$ cat config.mk
export PLATFORM = sky130hd
export DESIGN_NAME = data_mem
export DESIGN_NICKNAME = d
export VERILOG_FILES = /design/src/rtl/data_mem_pkg.sv /design/src/rtl/data_mem_array.sv /design/src/rtl/data_mem.sv
export SDC_FILE = /design/constraint.sdc
export NUM_CORES = 2
export LEC_CHECK = 0
export ABC_AREA = 1
export CORE_MARGIN = 2
export CORE_UTILIZATION = 47
export DETAILED_ROUTE_END_ITERATION = 10
export PLACE_DENSITY = 0.67
export SYNTH_ARGS = -nofsm -noshare
export SYNTH_HDL_FRONTEND = slang
export SYNTH_HIERARCHICAL = 1
export SYNTH_SLANG_ARGS = --single-unit
$ cat constraint.sdc
create_clock -name clk -period 2.8 [get_ports clk]
set_clock_uncertainty 0.1 [all_clocks]
set_input_delay 0.42 -clock clk [delete_from_list [all_inputs] [get_ports clk]]
set_output_delay 0.42 -clock clk [all_outputs]
set_load 0.02 [all_outputs]
$ cat src/rtl/data_mem_pkg.sv
// -----------------------------------------------------------------------------
// data_mem_pkg
// Shared sizing for the datapath data memory. The execute stage and the
// register/memory interfaces reuse these defaults so every consumer agrees on
// the address and word widths.
// -----------------------------------------------------------------------------
package data_mem_pkg;

  localparam int MEM_ADDR_W = 8;
  localparam int MEM_DATA_W = 8;

  // Number of words addressable with an aw-bit address.
  function automatic int mem_depth(input int aw);
    return 1 << aw;
  endfunction

endpackage : data_mem_pkg

$ cat src/rtl/data_mem_array.sv
// -----------------------------------------------------------------------------
// data_mem_array
// Generic single-port storage array with a synchronous whole-array clear,
// an active-high write enable and a combinational read port.
//
// Ports:
//   clk    in   system clock, all state changes on the rising edge
//   clear  in   synchronous clear of every word (wins over a write)
//   we     in   write enable, active-high
//   addr   in   word address shared by read and write
//   wdata  in   data stored when we=1
//   rdata  out  mem[addr], combinational (old contents until the write edge)
// -----------------------------------------------------------------------------
module data_mem_array
  import data_mem_pkg::*;
#(
  parameter int ADDR_W = MEM_ADDR_W,
  parameter int DATA_W = MEM_DATA_W
) (
  input  logic              clk,
  input  logic              clear,
  input  logic              we,
  input  logic [ADDR_W-1:0] addr,
  input  logic [DATA_W-1:0] wdata,
  output logic [DATA_W-1:0] rdata
);

  localparam int DEPTH = mem_depth(ADDR_W);

  // Held in flops rather than block RAM: a single-cycle clear of every word
  // and a zero-latency read are both outside what a RAM primitive offers.
  logic [DATA_W-1:0] mem_reg [DEPTH];

  always_ff @(posedge clk) begin
    if (clear) begin
      for (int i = 0; i < DEPTH; i++) begin
        mem_reg[i] <= '0;
      end
    end else if (we) begin
      mem_reg[addr] <= wdata;
    end
  end

  // The full address range maps onto DEPTH words, so no bounds handling.
  assign rdata = mem_reg[addr];

endmodule : data_mem_array

$ cat src/rtl/data_mem.sv
// -----------------------------------------------------------------------------
// data_mem
// Byte-wide data memory used by the execute/memory stage for loads and
// stores. Wraps the generic array, adding the active-low reset and the
// active-low write strobe decode.
//
// Ports:
//   clk         in   system clock
//   rst_n       in   synchronous reset, active-low; clears every word
//   address     in   word address for both read and write
//   write_data  in   data stored on a write cycle
//   wren        in   write strobe, active-low (0 = write, 1 = read only)
//   read_data   out  current contents of mem[address], combinational
// -----------------------------------------------------------------------------
module data_mem
  import data_mem_pkg::*;
#(
  parameter int ADDR_W = MEM_ADDR_W,
  parameter int DATA_W = MEM_DATA_W
) (
  input  logic              clk,
  input  logic              rst_n,
  input  logic [ADDR_W-1:0] address,
  input  logic [DATA_W-1:0] write_data,
  input  logic              wren,
  output logic [DATA_W-1:0] read_data
);

  logic clear;
  logic we;

  // Reset takes priority inside the array, so a write strobe during reset
  // is discarded rather than landing after the clear.
  assign clear = ~rst_n;
  assign we    = ~wren;

  data_mem_array #(
    .ADDR_W (ADDR_W),
    .DATA_W (DATA_W)
  ) u_array (
    .clk   (clk),
    .clear (clear),
    .we    (we),
    .addr  (address),
    .wdata (write_data),
    .rdata (read_data)
  );

endmodule : data_mem

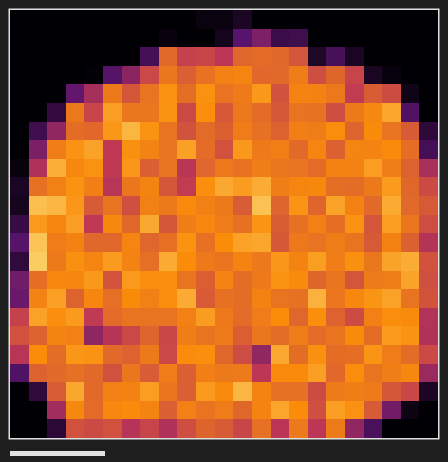
(images/cell_density.png)
Bar = 100 um. 23 x 23 tiles, from black (low) to pale yellow (high), 0 to 100% covered.
The mean over all tiles is 54%. The fullest tile reaches 89%. 14% of the tiles are nearly empty. The emptiest ninth of the die: top left. 17% of the tiles are over 75% full.

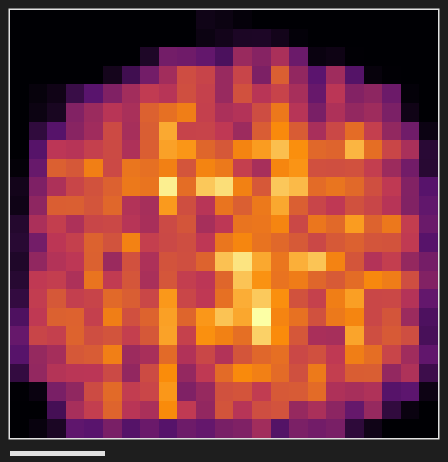
(images/metal_density.png)
Bar = 100 um. 23 x 23 tiles, from black (low) to pale yellow (high), scaled to the fullest tile. Values are wire area over tile area, all layers added.
The fullest tile reaches 0.55. 15% of the tiles are nearly empty. 50% of the tiles are over half the peak.

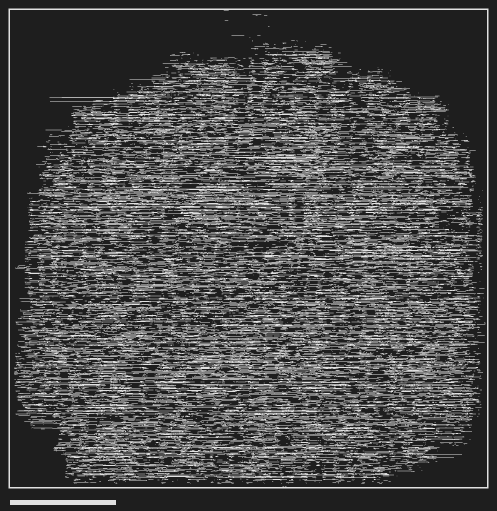
(images/layer_met1.png)
Bar = 100 um.
The wires run mostly horizontal. 10529 nets have wire on it. The longest straight run is 101 um. The layer holds 39% of the routed length.
total number of vias: 75000
Detailed Route WL: 287000 um

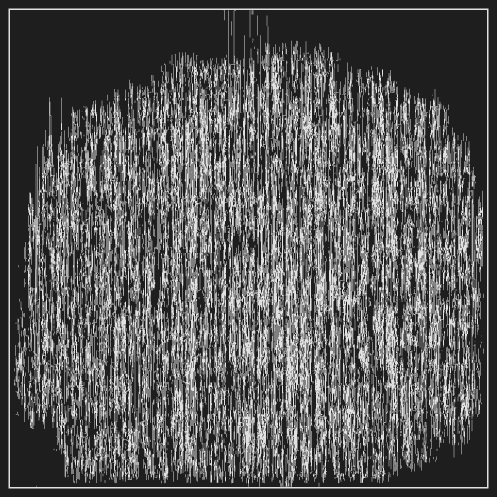
(images/layer_met2.png)
8493 nets have wire on it. The wires run mostly vertical. The layer carries 134 mm of wire. The layer holds 47% of the routed length. The longest straight run is 145 um.

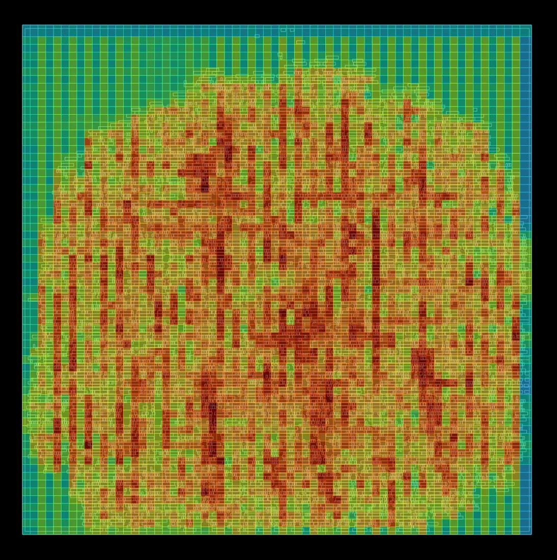
(images/congestion.png)
Overall Global Routing Usage: 27.7%
met2 GRT Util: 44.7%
mean routed wirelength per cell: 20.6 um
most used routing layer in global routing: met2

## logic make-up (layout without fill, tap and decap cells)
kind of cell / after synthesis / count (layout) / synth area share (%)
flip-flops: 2048 / 2048 / 65.2
other: 0 / 4 / 0
AND/OR/NAND/NOR: 7618 / 7618 / 30.7
AND-OR/OR-AND: 192 / 192 / 1.02
buffers and inverters: 703 / 1382 / 3.02
## timing repair
action / 4_1_cts / 5_1_grt
buffers inserted: 4 / 2
endpoints found under the setup margin: 8 / 8
gates cloned: 5 / 2
gates resized: 277 / 182
pin swaps: 82 / 97
## where the power goes
part / internal (mW) / total (mW) / switching (mW)
clock network: 15.0 / 27.1 / 12.1
registers: 35.2 / 35.6 / 0.429
logic: 2.38 / 7.23 / 4.84
total: 52.6 / 69.9 / 17.3
==> run summary <==
Notes on the flow outputs.

- The detailed-route vias per instance is 5.40.
- The placed wire-length estimate after detailed placement is about 190000 um.
- After the flow finishes, the layout carries non-filler instances totaling ~14000.
- The synthesized flop and latch total is 2048.
- Once detail routing completed, the nets flagged for antenna violations numbered 0.
- The number of rows created at floorplan reads 164.
- According to the floorplan report, the die width is between 400 and 500 um.
- The critical path in the final layout is reported with a setup slack of -489 ps.
- The DRC violation count after routing is 0.
- The global-route wire length before repair is 431000 um.
- The iteration count of the initial detailed-routing pass reads 6.
- The hold path endpoint is u_array/mem_reg[14][0]$_SDFFCE_PN0P_.
- The met1 layer wirelength in the final routing is roughly 110000 um.
- The final setup violation count is 8.
- The final reports fail on setup timing.
- The pin count of the biggest net entering global routing is 81.
- Along the worst hold path, the cell count comes to 3.
- For this floorplan the total number of well-tap instances is between 2000 and 3000.
- The cell with the largest stage delay on the worst path is dlygate4sd2_1.
- The maximum vdd drop is 0.706 mV.
- The fraction of cell area in non-clock buffers is 10.2%.
- The run finished, with violations left.
- The final cycle utilization of the critical path reads 117%.
Power is estimated from default activity; no workload was simulated.
